<file path="src/rtl/cam_pkg.sv">
// cam_pkg: shared constants, word type, operation codes and FSM states for the CAM controller.
package cam_pkg;
    localparam int CAM_ENTRIES = 32;
    localparam int CAM_WIDTH   = 32;
    localparam int CAM_IDX_W   = 5;
    typedef logic [CAM_WIDTH-1:0] cam_word_t;
    typedef enum logic [1:0] {SEARCH, WRITE, INVALIDATE, READ} cam_op_e;
    typedef enum logic [1:0] {IDLE, COMPARE, ENCODE, RESP} cam_state_e;
endpackage

</file>
<file path="src/rtl/cam_priority_encoder.sv">
// cam_priority_encoder: lowest-set-bit index of a match vector, plus any-hit flag.
module cam_priority_encoder #(
    parameter int N     = 32,
    parameter int IDX_W = 5
) (
    input  logic [N-1:0]     match,
    output logic [IDX_W-1:0] index,
    output logic             any_hit
);
    always_comb begin
        index = '0;
        for (int i = N - 1; i >= 0; i--) index = match[i] ? IDX_W'(i) : index;
        any_hit = |match;
    end
endmodule

</file>
<file path="src/rtl/cam_array_ctrl.sv">
// cam_array_ctrl: CAM entry storage, valid bits and one-request-at-a-time search/write/invalidate/read control.
module cam_array_ctrl
    import cam_pkg::*;
#(
    parameter int ENTRIES = CAM_ENTRIES,
    parameter int WIDTH   = CAM_WIDTH,
    parameter int IDX_W   = CAM_IDX_W
) (
    input  logic                            clk_i,
    input  logic                            rst_ni,
    input  logic                            req_valid_i,
    output logic                            req_ready_o,
    input  logic [1:0]                      req_op_i,
    input  logic [IDX_W-1:0]                req_index_i,
    input  logic [WIDTH-1:0]                req_data_i,
    output logic                            resp_valid_o,
    input  logic                            resp_ready_i,
    output logic                            resp_hit_o,
    output logic [IDX_W-1:0]                resp_index_o,
    output logic [WIDTH-1:0]                resp_data_o,
    output logic [ENTRIES-1:0][WIDTH-1:0]   mem_o,
    output logic [IDX_W-1:0]                sel_o,
    input  logic [WIDTH-1:0]                rdata_i,
    output logic [ENTRIES-1:0]              valid_o
);
    cam_state_e          state_q, state_d;
    cam_op_e             op_q;
    logic [IDX_W-1:0]    idx_q;
    logic [WIDTH-1:0]    data_q;
    logic [ENTRIES-1:0]  match_q, hits;
    logic                old_valid_q;
    logic [IDX_W-1:0]    enc_index, index_d;
    logic                enc_hit, hit_d;

    cam_priority_encoder #(.N(ENTRIES), .IDX_W(IDX_W)) u_enc (
        .match   (match_q),
        .index   (enc_index),
        .any_hit (enc_hit)
    );

    assign req_ready_o = state_q == IDLE;
    assign resp_data_o = rdata_i;

    always_comb begin
        hits = '0;
        for (int i = 0; i < ENTRIES; i++) hits[i] = valid_o[i] && mem_o[i] == data_q;
    end

    always_comb begin
        state_d = state_q == IDLE    ? (req_valid_i ? COMPARE : IDLE) :
                  state_q == COMPARE ? ENCODE :
                  state_q == ENCODE  ? RESP :
                  (resp_ready_i ? IDLE : RESP);
        hit_d   = op_q == SEARCH     ? enc_hit :
                  op_q == WRITE      ? 1'b1 :
                  op_q == INVALIDATE ? old_valid_q : valid_o[idx_q];
        index_d = op_q == SEARCH ? enc_index : idx_q;
    end

    always_ff @(posedge clk_i or negedge rst_ni) begin
        if (!rst_ni) state_q <= IDLE;
        else         state_q <= state_d;
    end

    always_ff @(posedge clk_i or negedge rst_ni) begin
        if (!rst_ni) begin
            op_q         <= SEARCH;
            idx_q        <= '0;
            data_q       <= '0;
            match_q      <= '0;
            old_valid_q  <= 1'b0;
            mem_o        <= '0;
            valid_o      <= '0;
            resp_valid_o <= 1'b0;
            resp_hit_o   <= 1'b0;
            resp_index_o <= '0;
            sel_o        <= '0;
        end else begin
            if (state_q == IDLE && req_valid_i) begin
                op_q   <= cam_op_e'(req_op_i);
                idx_q  <= req_index_i;
                data_q <= req_data_i;
            end
            if (state_q == COMPARE) begin
                if (op_q == SEARCH) match_q <= hits;
                if (op_q == WRITE) begin
                    mem_o[idx_q]   <= data_q;
                    valid_o[idx_q] <= 1'b1;
                end
                if (op_q == INVALIDATE) begin
                    old_valid_q    <= valid_o[idx_q];
                    valid_o[idx_q] <= 1'b0;
                end
            end
            // sel_o tracks the response index so the mux output is the addressed entry during RESP
            if (state_q == ENCODE) begin
                resp_hit_o   <= hit_d;
                resp_index_o <= index_d;
                sel_o        <= index_d;
                resp_valid_o <= 1'b1;
            end
            if (state_q == RESP && resp_ready_i) resp_valid_o <= 1'b0;
        end
    end
endmodule

</file>
<file path="config.mk">
export PLATFORM = sky130hd
export DESIGN_NAME = cam_array_ctrl
export DESIGN_NICKNAME = d
export VERILOG_FILES = /design/src/rtl/cam_pkg.sv /design/src/rtl/cam_priority_encoder.sv /design/src/rtl/cam_array_ctrl.sv
export SDC_FILE = /design/constraint.sdc
export NUM_CORES = 2
export LEC_CHECK = 0
export ABC_AREA = 1
export CORE_AREA = 2 2 456 458
export CTS_BUF_LIST = sky130_fd_sc_hd__clkbuf_2
export DETAILED_ROUTE_END_ITERATION = 10
export DIE_AREA = 0 0 458 460
export DONT_BUFFER_PORTS = 1
export REMOVE_ABC_BUFFERS = 1
export SYNTH_ARGS = -nofsm -noshare
export SYNTH_HDL_FRONTEND = slang
export SYNTH_SLANG_ARGS = --single-unit
</file>
<file path="constraint.sdc">
create_clock -name clk_i -period 2.41 [get_ports clk_i]
set_input_delay 0.3615 -clock clk_i [delete_from_list [all_inputs] [get_ports clk_i]]
set_output_delay 0.3615 -clock clk_i [all_outputs]
set_load 0.01 [all_outputs]
</file>
==> results.json <==
{
  "timing.rr.end": "sel_o[0]$_DFFE_PN0P_",
  "tritoncts_sink_count": 1137,
  "clock_power_share_pct": 15.1,
  "setup-violations-final": 1344,
  "hold_slack_ns": -0.09676,
  "yosysTopAreaCell": "dfrtp_1",
  "fin_cells": 9686,
  "ys.flops": 1137,
  "seq_power_share_pct": 41.1,
  "filler_cell_count": 21450,
  "crit_cells": 3,
  "floorplan.core_util_pct": 25.83,
  "asyncSetResetFlopFracSynth_pct": 100.0,
  "power_attributed_to_combinational_cells_w": 0.0441,
  "maximum_achievable_frequency_mhz": 336.4,
  "post_synth_most_frequent_cells": "1524 x nand2_1, 1268 x o21ai_0, 1137 x dfrtp_1",
  "postCtsHoldBufs": 160,
  "failed_checks": "hold timing, setup timing",
  "die_area_um2": 210700,
  "tritoncts.num_buffers": 349,
  "num_antenna_cells": 26,
  "dominant_power_group": "combinational cells",
  "edf_count": 0,
  "setup.reg_to_reg.worst_slack_ns": -0.44,
  "power.switching_fraction_pct": 52.83,
  "final-hold-violation-count": 21,
  "layout_setup_ws_ns": -0.5624,
  "status": "finished with violations",
  "final.min_clock_period_ns": 2.972,
  "powerDensity_nw_per_um2": 1466,
  "synth_adder_area_share_pct": 0,
  "simple_share_pct": 15.67,
  "largest_register_ffs": 1024,
  "ys.flop_type": "dfrtp_1",
  "io-pin-count": 1176,
  "synthesis.instances": 6096
}
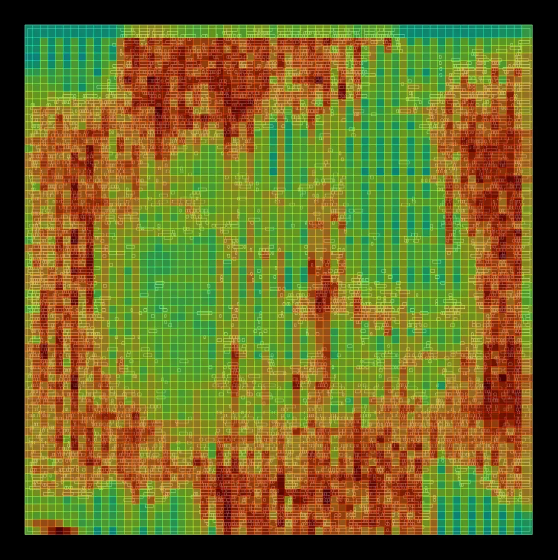
(images/congestion.png)
final design utilization: 33.33%
met1 usage in global routing: 36.61%
total routing resource utilization after global routing: 31.42%
busiest layer in global routing: met2

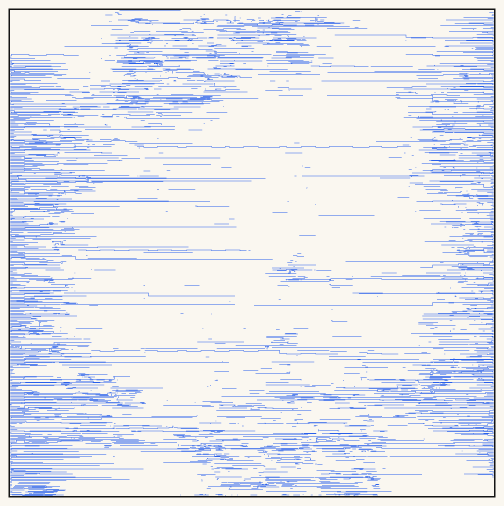
(images/layer_met3.png)
The longest straight run is 214 µm. The wires run mostly horizontal.
met3 track utilization from global routing: 14.35%
vias post-DR: 53270
wirelength, routed: 344300 µm

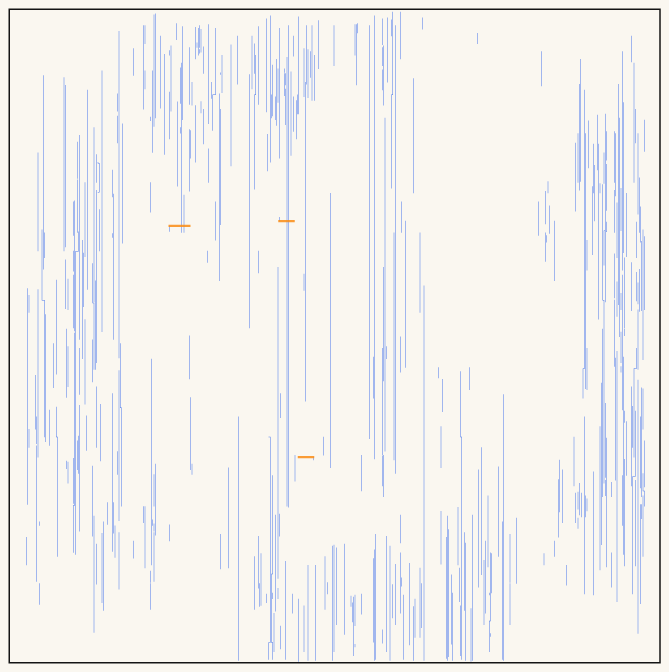
(images/wires.png)
Only two layers are drawn.
Key: blue = metal 4 [wire length 22.4 mm]; orange = metal 5 [wire length 34.0 µm]
routed wire length per instance: 35.54 µm

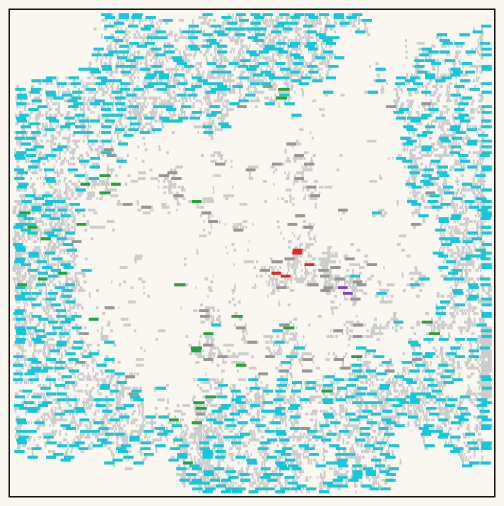
(images/flops_by_reg.png)
Other sequential cells in the stronger gray, the rest of the logic in the fainter gray.
Key: purple = state_q [flops 2]; green = data_q [flops 32]; red = idx_q [flops 5, where center]; cyan = mem_o [flops 1024, where spread over the die]
Another 74 sequential cells are not colored.
share of cell area taken by flip-flops and latches: 43.30%
power attributed to sequential cells: 0.0414 W

Power and IR drop assume default switching activity.
